### Selected gate families, run 1

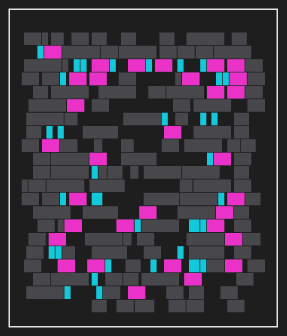
### Nets reached from selected ports, run 1

The bar under the picture is 20 um long.
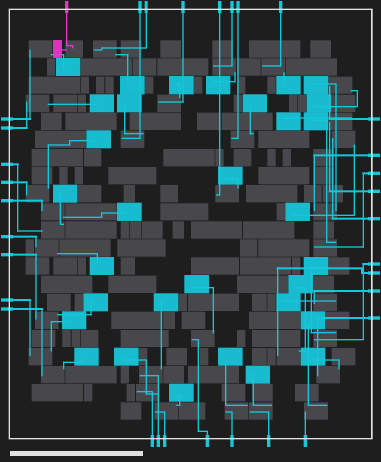
### Zoomed window, run 1

The bar under the picture is 10 um long. Window x 1 to 26, y 4 to 29 um. Cells in grey, sequential cells in the stronger grey; small squares are vias.
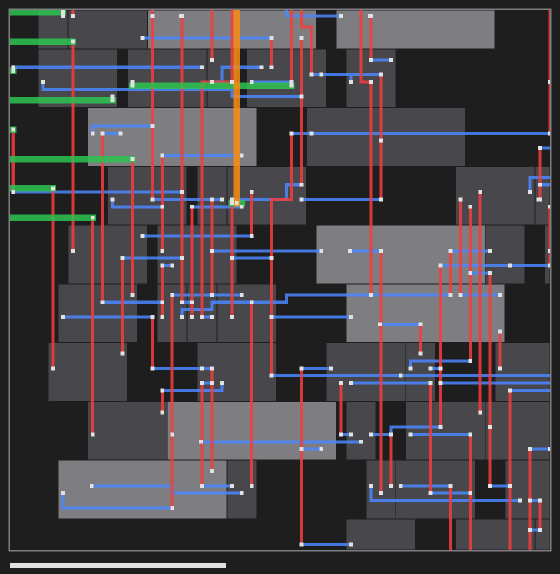
`config.mk`:
```
export PLATFORM = sky130hd
export DESIGN_NAME = flatten_unit_flat
export DESIGN_NICKNAME = d
export VERILOG_FILES = /design/src/rtl/flatten_unit_pkg.sv /design/src/rtl/flatten_unit_if.sv /design/src/rtl/flatten_unit_serializer.sv /design/src/rtl/flatten_unit.sv /design/src/flat_wrapper.sv
export SDC_FILE = /design/constraint.sdc
export NUM_CORES = 1
export LEC_CHECK = 0
export ABC_AREA = 0
export CAP_MARGIN = 20
export CORE_ASPECT_RATIO = 1.2
export CORE_MARGIN = 2
export CORE_UTILIZATION = 40
export CTS_CLUSTER_SIZE = 24
export DETAILED_ROUTE_END_ITERATION = 10
export GPL_TIMING_DRIVEN = 0
export PLACE_DENSITY_LB_ADDON = 0.15
export SLEW_MARGIN = 25
export SYNTH_ARGS = -nofsm -noshare
export SYNTH_HDL_FRONTEND = slang
export SYNTH_HIERARCHICAL = 1
export SYNTH_SLANG_ARGS = --single-unit
```
`constraint.sdc`:
```
create_clock -name clk -period 1.35 [get_ports clk]
set_input_delay 0.405 -clock clk [delete_from_list [all_inputs] [get_ports clk]]
set_output_delay 0.405 -clock clk [all_outputs]
set_load 0.005 [all_outputs]
```
`src/rtl/flatten_unit_pkg.sv`:
```
// Shared constants, element/map/vector types and helpers for the flatten stage.
// Stream support is selected by the FLATTEN_STREAM_EN macro in the consuming files.
package flatten_unit_pkg;

  localparam int unsigned DataWidth      = 8;
  localparam int unsigned PoolOfmapSize  = 2;
  localparam int unsigned PoolPixelCount = PoolOfmapSize * PoolOfmapSize;

  typedef logic [DataWidth-1:0] elem_t;
  typedef elem_t [0:PoolOfmapSize-1][0:PoolOfmapSize-1] map_t;
  typedef elem_t [0:PoolPixelCount-1] vec_t;

  typedef enum logic {StIdle, StStream} ser_state_e;

  // Row-major position of map element [r][c].
  function automatic int unsigned flat_index(int unsigned r, int unsigned c, int unsigned side);
    return r * side + c;
  endfunction

endpackage

```
`src/rtl/flatten_unit_if.sv`:
```
// Handshake/data bundle for flatten_unit; the stream_* signals exist only when
// FLATTEN_STREAM_EN is defined.
interface flatten_unit_if #(
  parameter int unsigned DATA_WIDTH       = flatten_unit_pkg::DataWidth,
  parameter int unsigned POOL_OFMAP_SIZE  = flatten_unit_pkg::PoolOfmapSize,
  parameter int unsigned POOL_PIXEL_COUNT = POOL_OFMAP_SIZE * POOL_OFMAP_SIZE
);

  logic                                                           in_valid;
  logic                                                           in_ready;
  logic [0:POOL_OFMAP_SIZE-1][0:POOL_OFMAP_SIZE-1][DATA_WIDTH-1:0] feature;
  logic [0:POOL_PIXEL_COUNT-1][DATA_WIDTH-1:0]                     flatten_out;
  logic                                                           out_valid;

`ifdef FLATTEN_STREAM_EN
  logic [DATA_WIDTH-1:0] stream_data;
  logic                  stream_valid;
  logic                  stream_ready;
  logic                  stream_last;

  modport master (
    output in_valid, feature, stream_ready,
    input  in_ready, flatten_out, out_valid, stream_data, stream_valid, stream_last
  );

  modport slave (
    input  in_valid, feature, stream_ready,
    output in_ready, flatten_out, out_valid, stream_data, stream_valid, stream_last
  );
`else
  modport master (
    output in_valid, feature,
    input  in_ready, flatten_out, out_valid
  );

  modport slave (
    input  in_valid, feature,
    output in_ready, flatten_out, out_valid
  );
`endif

endinterface

```
`src/rtl/flatten_unit_serializer.sv`:
```
// flatten_serializer: streams the captured vector one element per handshake and
// holds off new captures while busy. Instantiated only under FLATTEN_STREAM_EN.
module flatten_serializer
  import flatten_unit_pkg::*;
#(
  parameter int unsigned DATA_WIDTH  = DataWidth,
  parameter int unsigned PIXEL_COUNT = PoolPixelCount
) (
  input  logic                                   clk,
  input  logic                                   reset,
  input  logic                                   start,
  input  logic [0:PIXEL_COUNT-1][DATA_WIDTH-1:0] vec,
  input  logic                                   stream_ready,
  output logic [DATA_WIDTH-1:0]                  stream_data,
  output logic                                   stream_valid,
  output logic                                   stream_last,
  output logic                                   in_ready
);

  localparam int unsigned    IdxW    = (PIXEL_COUNT > 1) ? $clog2(PIXEL_COUNT) : 1;
  localparam logic [IdxW-1:0] LastIdx = IdxW'(PIXEL_COUNT - 1);

  ser_state_e      state_q;
  logic [IdxW-1:0] idx_q;
  logic            ready_q;

  always_ff @(posedge clk) begin
    if (reset) begin
      state_q <= StIdle;
      idx_q   <= '0;
      ready_q <= 1'b1;
    end else begin
      case (state_q)
        StIdle: begin
          if (start) begin
            state_q <= StStream;
            idx_q   <= '0;
            ready_q <= 1'b0;
          end
        end
        StStream: begin
          if (stream_ready) begin
            if (idx_q == LastIdx) begin
              state_q <= StIdle;
              idx_q   <= '0;
              ready_q <= 1'b1;
            end else begin
              idx_q <= idx_q + IdxW'(1);
            end
          end
        end
        default: state_q <= StIdle;
      endcase
    end
  end

  // Outputs depend only on registers: vec cannot change while a stream is active.
  always_comb begin
    stream_valid = (state_q == StStream);
    stream_last  = stream_valid && (idx_q == LastIdx);
    stream_data  = stream_valid ? vec[idx_q] : '0;
    in_ready     = ready_q;
  end

endmodule

```
`src/rtl/flatten_unit.sv`:
```
// Registered row-major flatten of the pooled map. With FLATTEN_STREAM_EN the
// captured vector is also serialized and captures are blocked while streaming.
module flatten_unit
  import flatten_unit_pkg::*;
#(
  parameter int unsigned DATA_WIDTH       = DataWidth,
  parameter int unsigned POOL_OFMAP_SIZE  = PoolOfmapSize,
  parameter int unsigned POOL_PIXEL_COUNT = POOL_OFMAP_SIZE * POOL_OFMAP_SIZE
) (
  input logic           clk,
  input logic           reset,
  flatten_unit_if.slave bus
);

  typedef logic [0:POOL_PIXEL_COUNT-1][DATA_WIDTH-1:0] flat_t;

  flat_t flat_d;
  flat_t flat_q;
  logic  out_valid_q;
  logic  capture;

  assign capture = bus.in_valid && bus.in_ready;

  always_comb begin
    flat_d = '0;
    for (int unsigned r = 0; r < POOL_OFMAP_SIZE; r++) begin
      for (int unsigned c = 0; c < POOL_OFMAP_SIZE; c++) begin
        flat_d[flat_index(r, c, POOL_OFMAP_SIZE)] = bus.feature[r][c];
      end
    end
  end

  always_ff @(posedge clk) begin
    if (reset) begin
      flat_q      <= '0;
      out_valid_q <= 1'b0;
    end else begin
      out_valid_q <= capture;
      if (capture) begin
        flat_q <= flat_d;
      end
    end
  end

  assign bus.flatten_out = flat_q;
  assign bus.out_valid   = out_valid_q;

`ifdef FLATTEN_STREAM_EN
  flatten_serializer #(
    .DATA_WIDTH  (DATA_WIDTH),
    .PIXEL_COUNT (POOL_PIXEL_COUNT)
  ) u_serializer (
    .clk          (clk),
    .reset        (reset),
    .start        (capture),
    .vec          (flat_q),
    .stream_ready (bus.stream_ready),
    .stream_data  (bus.stream_data),
    .stream_valid (bus.stream_valid),
    .stream_last  (bus.stream_last),
    .in_ready     (bus.in_ready)
  );
`else
  assign bus.in_ready = 1'b1;
`endif

endmodule

```
`src/flat_wrapper.sv`:
```
// flat-port wrapper written by rule: the top's interface ports become plain ports
module flatten_unit_flat import flatten_unit_pkg::*;
#(
  parameter int unsigned DATA_WIDTH       = DataWidth,
  parameter int unsigned POOL_OFMAP_SIZE  = PoolOfmapSize,
  parameter int unsigned POOL_PIXEL_COUNT = POOL_OFMAP_SIZE * POOL_OFMAP_SIZE
)
  (clk, reset, bus_in_valid, bus_feature, bus_in_ready, bus_flatten_out, bus_out_valid);
  flatten_unit_if #(.DATA_WIDTH(DATA_WIDTH), .POOL_OFMAP_SIZE(POOL_OFMAP_SIZE), .POOL_PIXEL_COUNT(POOL_PIXEL_COUNT)) bus_i ();
  input logic clk;
  input logic reset;
  input wire logic [$bits(bus_i.in_valid)-1:0] bus_in_valid;
  input wire logic [$bits(bus_i.feature)-1:0] bus_feature;
  output wire logic [$bits(bus_i.in_ready)-1:0] bus_in_ready;
  output wire logic [$bits(bus_i.flatten_out)-1:0] bus_flatten_out;
  output wire logic [$bits(bus_i.out_valid)-1:0] bus_out_valid;
  assign bus_i.in_valid = bus_in_valid;
  assign bus_i.feature = bus_feature;
  assign bus_in_ready = bus_i.in_ready;
  assign bus_flatten_out = bus_i.flatten_out;
  assign bus_out_valid = bus_i.out_valid;
  flatten_unit #(.DATA_WIDTH(DATA_WIDTH), .POOL_OFMAP_SIZE(POOL_OFMAP_SIZE), .POOL_PIXEL_COUNT(POOL_PIXEL_COUNT)) u_core (.clk(clk), .reset(reset), .bus(bus_i));
endmodule
```
==> Slide: Implementation Results, run 1 <==
Physical Implementation Snapshot

Run status
  – Status: finished clean

Floorplan
  – Die area: 0.00349 mm^2
  – Die H: about 64 um
  – Die W: between 50 and 60 um
  – FP Core Util: 0.428

Routing
  – Met2 Wirelength: around 1400 um
  – Routed wire length: around 2800 um
  – DRC violations left: 0
  – Routed via count: 995
  – DRT antenna net count: 0
  – WL met1: around 1000 um
  – Max layer used: met4
  – Iteration count of the initial detailed-routing pass: 4

Power and ir drop
  – Pwr Density: a little under 1000 mW/mm^2
  – Internal: 0.00147 W
  – Sequential group share of total power: 0.562
  – Power Total: 0.00190 W
  – Sw power: about 0.00043 W

Worst setup path
  – Worst Path Buf+Inv: 1
  – Critical Path Source: u_core/bus.flatten_out[23]$_SDFFE_PP0P_
  – Setup crit start kind: flop
  – Req. time, crit path: 950 ps
  – Crit path capture type: primary output
  – Delay-heaviest family, CP: flip-flops
  – Max stage delay cell, worst path: dfxtp_2
  – R2r startpoint: u_core/bus.flatten_out[9]$_SDFFE_PP0P_
  – CP Data Arrival Time: roughly 900 ps
  – CP peak stage delay: about 330 ps

CTS
  – CTS tree: built
  – Setup bufs post-CTS: 1
  – Reg clk slew, reported paths: 90 ps
  – CTS max path bufs: 2
  – Clk root buf: clkbuf_4
  – Worst skew pair latency: about 310 ps
  – CTS Buf Count: 5

Logic synthesis
  – Synth top area cells: dfxtp_1 (54%), mux2i_1 (26%), nor2_1 (9.3%), buf_12 (4.9%), buf_2 (1.2%)
  – Avg Inst Size Synth: approximately 11 um^2
  – Yosys top cell by area: dfxtp_1
  – Aoi/oai-family share of the synthesized area: 0
  – Post-Synthesis Cell Area: between 0.001 and 0.0015 mm^2
  – XOR Share, Synth: 0
  – Yosys reg bits: 33
  – Dominant kind of combinational cell: multiplexers
  – Top cell area share: 0.544
  – Synth Seq Share: 0.544
  – Simple-gate share of the synthesized area: 0.108

Placement
  – DP Cell Count: 207
  – Setup Slack @ Placement: 108 ps
  – GP Congestion: between 0.6 and 0.7
  – HPWL after detailed placement: approximately 2100 um
  – DP Area: roughly 0.0019 mm^2

GRT
  – First-pass GRT wire length: 4440 um
  – GRT Residual Overflow: 0
  – Vias in the first global route: approximately 1000
  – Grt met3 use: 0.0631
  – Met1 usage: 0.174
  – Met2 Use GR: 0.313
  – Busiest grt layer: met2
  – GR Util All Layers: 0.176

Finish
  – Synth-to-layout area growth: 62.6%
  – Design area: around 0.002 mm^2
  – Layout cells sized above 1: 0.253
  – Final nets: between 200 and 250
  – Layout Utilization: 0.695

Timing
  – Post-layout minimum cycle time: ~1300 ps
  – Period Utilization, post-route: 0.963
  – RSZ-0062 raised after global routing: false
  – Peak Freq: between 700 and 800 MHz
  – Final Hold Viols: 0
  – Pins Over Slew Limit: 0
Back to the opening pictures, 'Selected gate families':
family	colour	cells
multiplexers	magenta	32
NOR gates	cyan	33
non-filler cells, final: 216
multi-input logic portion of the cell area: 0.231

Back to the opening pictures, 'Nets reached from selected ports':
port	colour	bits	direction	edge	end cells	wire
bus_in_ready	magenta	1	output	top	1	8.20 um
bus_feature	cyan	32	input	9 right, 9 left, 7 top, 7 bottom	32	703 um
I/O Buffers: 65
Top Ports: 69

Back to the opening pictures, 'Zoomed window':
layer	colour
met2	red
met4	orange
met3	green
met1	blue
netlist names of flops here include	u_core/bus.flatten_out (6), u_core/bus.out_valid (1)
most frequent	nor2_1 (8), clkdlybuf4s50_1 (7), mux2i_1 (7)
sequential cells in the window	7
cells with their middle in the window	42

[run 1: placed cells by master (no fill, tap or decap), types with 4 or more instances in the layout]
master           instances
clkdlybuf4s15_1         15
clkbuf_4                 5
clkbuf_1                 4
mux2i_1                 32
dfxtp_2                 29
dlygate4sd2_1           17
clkdlybuf4s50_1         32
dfxtp_1                  4
nor2_1                  30
[run 1: final timing paths]
check / slack (ps) / cells past startpoint / end
hold reg to reg: 490 / 2 / u_core/bus.flatten_out[18]$_SDFFE_PP0P_
setup / recovery: 50 / 1 / bus_flatten_out[23]
hold / removal: 400 / 2 / u_core/bus.flatten_out[29]$_SDFFE_PP0P_
setup reg to reg: 620 / 3 / u_core/bus.flatten_out[9]$_SDFFE_PP0P_
[run 1: synth_stat cells]
master / instances
nor2_2: 2
conb_1: 1
buf_4: 1
buf_12: 3
buf_6: 1
nor2_1: 30
clkbuf_1: 1
dfxtp_1: 33
mux2i_1: 32
buf_2: 3
nor2b_1: 1
[run 1: power by group through the flow]
| stage | clock network (W) | registers (W) | logic [W] |
|---|---|---|---|
| 4_1_cts | 0.000520 | 0.00106 | 0.000341 |
| 5_1_grt | 0.000574 | 0.00107 | 0.000371 |
| 6_report | 0.000492 | 0.00107 | 0.000341 |
| 3_5_place_dp | 0 | 0.00108 | 0.000374 |
| 3_3_place_gp | 0 | 0.00108 | 0.000366 |
| 2_1_floorplan | 0 | 0.00109 | 0.000140 |
[run 1: sequential cells by signal, summed over array words and instances (netlist names)]
signal                  cells
u_core/bus.flatten_out     32
u_core/bus.out_valid        1
[run 1: layout make-up]
type	count	area, um^2
plain buffers	9	97.6
multi-input cells	66	455
clock buffers	8	48.8
repair buffers	66	632
well taps	34	42.5
flip-flops and latches	33	697
fillers	244	865
==> run 2: changes to the inputs <==
SYNTH_HIERARCHICAL = unset   (was 1)
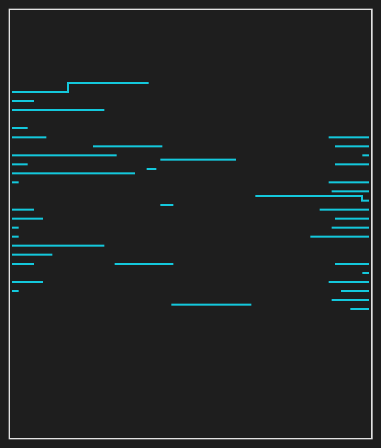
*Signal wires on met3, run 2*
share of all routed wire	9.9%
wire length on this layer	255 um
main direction	horizontal
longest straight run	18.2 um
routed via count: 994
grt met3 use: 0.0794
routed wire length: 2570 um

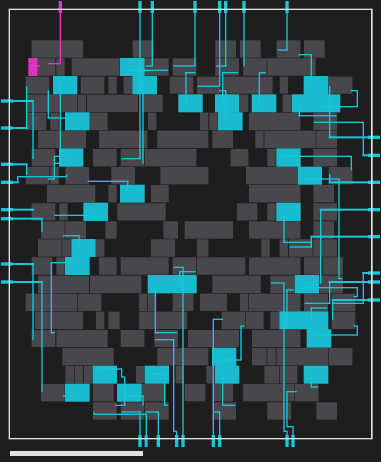
*Nets reached from selected ports, run 2*
The bar under the picture is 20 um long.
port	colour	bits	direction	edge	end cells	wire
bus_feature	cyan	32	input	9 bottom, 8 left, 8 right, 7 top	32	631 um
bus_in_ready	magenta	1	output	top	1	11.0 um

==> Slide: Implementation Results, run 2 <==
Physical Implementation Snapshot

Run status
  – Status: finished clean

Worst setup path
  – R2r setup slk: 610 ps
  – Max stage delay cell, worst path: dfxtp_1
  – CP Data Arrival Time: about 890 ps
  – Max Fanout on Critical Path: 2
  – R2r startpoint: u_core.bus.flatten_out[7]$_SDFFE_PP0P_
  – CP peak stage delay: between 300 and 400 ps
  – Reg2Reg Depth: 3
  – Worst Path Buf+Inv: 1
  – Req. time, crit path: between 900 and 1000 ps
  – Critical Path Source: u_core.bus.flatten_out[0]$_SDFFE_PP0P_
  – FF-to-FF End: u_core.bus.flatten_out[7]$_SDFFE_PP0P_
  – Crit path capture type: primary output
  – Delay-heaviest family, CP: flip-flops
  – Cell Chain, Critical Path: dlygate4sd2_1
  – Setup crit start kind: flop
  – Worst Setup Path Type: reg2out
  – Worst Setup EP: bus_flatten_out[0]
  – Stages on the worst setup path: 1

Timing
  – Post-layout minimum cycle time: ~1300 ps
  – Final Setup Violations: 0
  – Final Hold Viols: 0
  – Period Utilization, post-route: 0.960
  – Setup Skew: 0 ps
  – Pins Over Slew Limit: 0
  – Peak Freq: just under 800 MHz

Finish
  – Largest register FFs: 32
  – Combinational gate area: 455 um^2
  – ANT cells: 0
  – Layout cells sized above 1: 0.213
  – Top Layout Cells: mux2i_1 (32), clkdlybuf4s50_1 (32), nor2_1 (30)
  – Fill cell count: roughly 240
  – Final nets: around 220
  – Storage cell area: 688 um^2
  – Synth-to-layout area growth: 62.7%

Logic synthesis
  – Synth Flop Type: dfxtp_1
  – Post-synth EDFFs: 0
  – Distinct cells, synth: 11
  – Synth Seq Share: 0.544
  – Yosys top cell by area: dfxtp_1
  – Syn nets: around 140
  – Yosys reg bits: 33
  – Post-Syn Instances: approximately 110
  – Ys Warns: 0
  – Yosys chip area: around 0.0012 mm^2
  – Post-Synthesis Cell Area: roughly 0.0012 mm^2
  – Avg Inst Size Synth: ~11 um^2
  – Async S/R FF share, synth: 0
  – Commonest cells in the synthesized netlist: dfxtp_1 (33), mux2i_1 (32), nor2_1 (30), buf_12 (3), buf_2 (3)
  – Top cell area share: 0.544
  – Most common cell in the synthesized netlist: dfxtp_1
  – Synth top area cells: dfxtp_1 (54%), mux2i_1 (26%), nor2_1 (9.3%), buf_12 (4.9%), buf_2 (1.2%)
  – Cell count listed in synth_stat.txt: between 100 and 150

Floorplan
  – # rows: 21
  – Core area: ~0.0028 mm^2
  – Top Ports: 69
  – FP Core Util: 0.428
  – Die area: around 0.0035 mm^2
  – Die W: 54.3 um
  – Die H: 64.3 um

Job
  – # Max-Cap Violations: 0
  – Tool Warnings: 26

CTS
  – Clock sinks: 33
  – Reg clk slew, reported paths: ~90 ps
  – H-Tree Depth: 2
  – CTS tree: built
  – Clk root buf: clkbuf_4
  – CTS max path bufs: 2
  – Worst skew pair latency: 310 ps
  – CTS Buf Count: 5
  – CTS Hold Bufs: 0

Worst hold path
  – Hold Crit Class: in2reg
  – Hold Crit Depth: 2
  – Hold Path End: u_core.bus.flatten_out[6]$_SDFFE_PP0P_
  – Hold Crit Start: reset

Routing
  – DRT antenna net count: 0
  – Vias per inst: 4.58
  – Iteration count of the initial detailed-routing pass: 2
  – Wire length per cell: between 10 and 15 um
  – 1st-iter DRT viols: 5
  – DRC violations left: 0

Placement
  – HPWL after detailed placement: a little over 2000 um
  – GP Congestion: approximately 0.67
  – I/O Buffers: around 65

Power and ir drop
  – Pwr Density: approximately 960 mW/mm^2
  – VDD IR max: about 0.73 mV
  – Power Total: 0.00189 W
  – Leak: ~0.95 nW

GRT
  – GRT Residual Overflow: 0
  – First-pass GRT wire length: about 4100 um
  – Pin count of the biggest net entering global routing: 11
  – Vias in the first global route: roughly 1000
  – Initial antenna violation count: 0
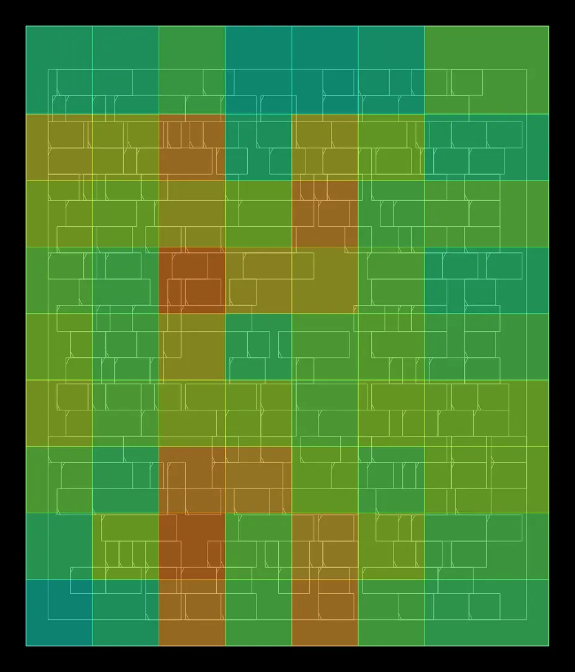
*Routing congestion, run 2*
Layout Utilization: 0.696
met1 usage: 0.157
GR Util All Layers: 0.162
met2 Use GR: 0.283

-- run 2: cells by family (layout without fill, tap and decap cells) --
| group | count (synthesis) | count (layout) | synth area share |
|---|---|---|---|
| AND/OR/NAND/NOR | 33 | 33 | 0.108 |
| other | 1 | 1 | 0.00309 |
| flip-flops | 33 | 33 | 0.544 |
| buffers and inverters | 9 | 84 | 0.0804 |
| multiplexers | 32 | 32 | 0.264 |
-- run 2: repair_timing --
action,4_1_cts,5_1_grt
buffers inserted,1,1
pin swaps,0,0
gates resized,51,18
setup endpoints to repair,33,16
-- run 2: where the power goes --
part           total, W  switching [W]  internal [W]
clock network  0.000488       0.000281      0.000207
registers       0.00106      0.0000252       0.00104
logic          0.000340       0.000117      0.000224
-- run 2: stage by stage --
stage / area, um^2 / setup WS (ps) / hold WS (ps) / instances / setup TNS, ps
2_1_floorplan: 1210 / 327 / 485 / 108 / 0
3_3_place_gp: 1910 / 128 / 473 / 207 / 0
3_5_place_dp: 1910 / 105 / 485 / 207 / 0
4_1_cts: 1940 / 4.89 / 356 / 216 / 0
5_1_grt: 1970 / -1.03 / 384 / 217 / -1.03
6_report: 1970 / 53.5 / 365 / 217 / 0
-- run 2: metal layers --
metal | vias to the layer above | global-route usage | routed length, um
li1 | 496 | - | -
met5 | - | 0 | 0
met1 | 451 | 0.157 | 942
met2 | 42 | 0.283 | 1340
met3 | 5 | 0.0794 | 255
met4 | 0 | 0.0563 | 27
-- run 2: layout make-up --
| class | count | share of cell area |
|---|---|---|
| Multi-Input combinational cell | 66 | 0.231 |
| Timing Repair Buffer | 67 | 0.325 |
| Sequential cell | 33 | 0.349 |
| Buffer | 9 | 0.0494 |
| Tap cell | 34 | 0.0215 |
| Clock buffer | 8 | 0.0247 |
==> run 3: changes to the inputs <==
SETUP_SLACK_MARGIN = 0.2   (was unset)
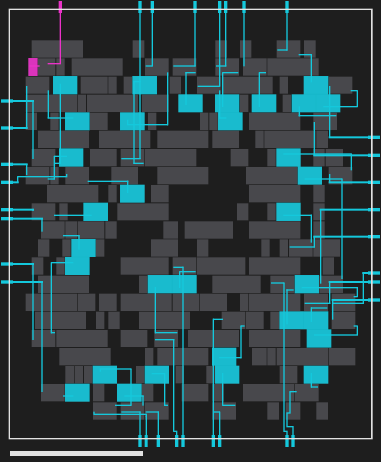
*Nets reached from selected ports, run 3*
The bar under the picture is 20 um long.
port	colour	bits	direction	edge	end cells	wire
bus_in_ready	magenta	1	output	top	1	11.0 um
bus_feature	cyan	32	input	9 bottom, 8 left, 8 right, 7 top	32	644 um

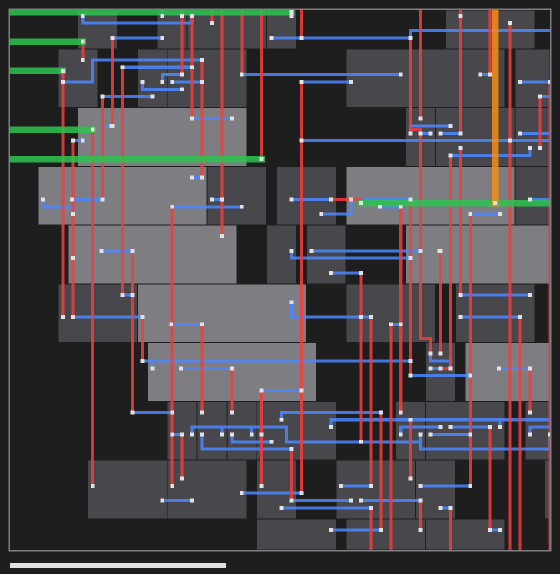
*Zoomed window, run 3*
The bar under the picture is 10 um long. Window x 1 to 26, y 4 to 29 um. Cells in grey, sequential cells in the stronger grey; small squares are vias.
layer	colour
met3	green
met2	red
met1	blue
met4	orange
sequential cells in the window	8
most frequent	nor2_1 (9), dfxtp_2 (8), mux2i_1 (7)
cells with their middle in the window	42
netlist names of flops here include	u_core.bus.flatten_out (8)

==> Slide: Implementation Results, run 3 <==
Physical Implementation Snapshot

Run status
  – Status: finished clean

Timing
  – Final Setup Violations: 0
  – Total negative slack: 0 ps
  – Worst hold slack: approximately 380 ps
  – Post-layout minimum cycle time: roughly 1200 ps
  – Final Hold Viols: 0
  – RSZ-0062 raised after global routing: true
  – Setup Skew: 0 ps
  – Pins Over Slew Limit: 0
  – Worst setup margin: between 150 and 200 ps

Worst hold path
  – Hold Path End: u_core.bus.flatten_out[6]$_SDFFE_PP0P_
  – Hold Crit Class: in2reg
  – Hold Crit Start: reset

GRT
  – Initial antenna violation count: 0
  – Met2 Use GR: 0.276
  – Busiest grt layer: met2
  – First-pass GRT wire length: roughly 4100 um
  – GR Util All Layers: 0.161
  – GRT Residual Overflow: 0
  – Pin count of the biggest net entering global routing: 11
  – Met1 usage: 0.164
  – Vias in the first global route: ~1000

Job
  – # Max-Cap Violations: 0

Logic synthesis
  – Synth Area in Adders: 0
  – Synth Flop Type: dfxtp_1
  – Avg Inst Size Synth: between 10 and 15 um^2
  – Yosys chip area: between 0.001 and 0.0015 mm^2
  – Ys Warns: 0
  – Post-synth EDFFs: 0
  – Most common cell in the synthesized netlist: dfxtp_1
  – Mux cell area share: 0.264
  – Synth top area cells: dfxtp_1 (54%), mux2i_1 (26%), nor2_1 (9.3%), buf_12 (4.9%), buf_2 (1.2%)
  – Cell count listed in synth_stat.txt: between 100 and 150
  – Distinct cells, synth: 11
  – Synth Seq Share: 0.544
  – Syn nets: roughly 140
  – Top cell area share: 0.544
  – Dominant kind of combinational cell: multiplexers
  – Post-Synthesis Cell Area: 0.00121 mm^2

Power and ir drop
  – Sw power: between 0.0004 and 0.0005 W
  – Comb pwr: 0.000345 W
  – Clock network power: just under 0.0005 W
  – Sequential group share of total power: 0.562
  – Clk pwr share: 0.256
  – Net Sw Frac: 0.225
  – Pwr Density: just under 1000 mW/mm^2

Routing
  – Iteration count of the initial detailed-routing pass: 4
  – DRC violations left: 0
  – Routed wire length: between 2000 and 3000 um
  – DRT antenna net count: 0
  – 1st-iter DRT viols: 3
  – Routed via count: ~990
  – Vias per inst: about 4.6

Worst setup path
  – Worst Path Buf+Inv: 1
  – CP peak stage delay: between 300 and 400 ps
  – Crit path capture type: primary output
  – Delay-heaviest family, CP: flip-flops
  – Req. time, crit path: around 950 ps
  – R2r setup slk: 610 ps
  – R2r startpoint: u_core.bus.flatten_out[7]$_SDFFE_PP0P_
  – Max Fanout on Critical Path: 2
  – CP Data Arrival Time: between 700 and 800 ps

CTS
  – CTS Buf Count: 5
  – Clock sinks: 33
  – Reg clk slew, reported paths: about 90 ps
  – CTS max path bufs: 2
  – Worst skew pair latency: approximately 320 ps
  – Clk root buf: clkbuf_4
  – H-Tree Depth: 2
  – CTS Hold Bufs: 0

Floorplan
  – Die W: approximately 54 um
  – Die area: ~0.0035 mm^2
  – FP Core Util: 0.428

Finish
  – Synth-to-layout area growth: 58.9%
  – Largest register FFs: 32
  – Final nets: 218
  – Layout Utilization: 0.679
  – Layout cells sized above 1: 0.451

Placement
  – DP Cell Count: 207
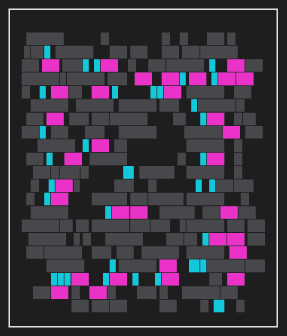
*Selected gate families, run 3*
family	colour	cells	where
NOR gates	cyan	33	all over the die
multiplexers	magenta	32	all over the die

run 3: cell counts after synthesis:
No cell type changed its count.
run 3: how the worst max path moves through the flow:
stage                                                 start                                       to  slack (ps)  cells after the start
global route        u_core.bus.flatten_out[10]$_SDFFE_PP0P_                      bus_flatten_out[10]         140                      1
global placement    u_core.bus.flatten_out[11]$_SDFFE_PP0P_                      bus_flatten_out[11]         130                      1
detailed placement   u_core.bus.flatten_out[5]$_SDFFE_PP0P_                       bus_flatten_out[5]         110                      1
floorplan                                      bus_in_valid  u_core.bus.flatten_out[24]$_SDFFE_PP0P_         330                      4
finish              u_core.bus.flatten_out[12]$_SDFFE_PP0P_                      bus_flatten_out[12]         180                      1
CTS                 u_core.bus.flatten_out[11]$_SDFFE_PP0P_                      bus_flatten_out[11]         160                      1
run 3: area by class of cell:
type	count	area, um^2	share of cell area
well taps	34	42.5	0.0221
repair buffers	68	583	0.302
clock buffers	8	48.8	0.0253
multi-input cells	66	455	0.236
flip-flops and latches	33	701	0.363
plain buffers	9	97.6	0.0506
run 3: kinds of logic (layout without fill, tap and decap cells):
| logic type | after synthesis | after routing |
|---|---|---|
| DFF | 33 | 33 |
| buffers and inverters | 9 | 85 |
| muxes | 32 | 32 |
| other | 1 | 1 |
| and+or+nand+nor | 33 | 33 |
run 3: metal layers:
metal  routed length, um  share of wire
met2                1370           0.52
met3                 243          0.093
met4                  32          0.012
met1                 981           0.37
met5                   0              0
run 3: timing repair:
action                                  4_1_cts  5_1_grt
setup buffers                                 2        1
gates resized                               167        9
endpoints found under the setup margin       33       33
No activity file was given, so power comes from the tool's default toggle rates.
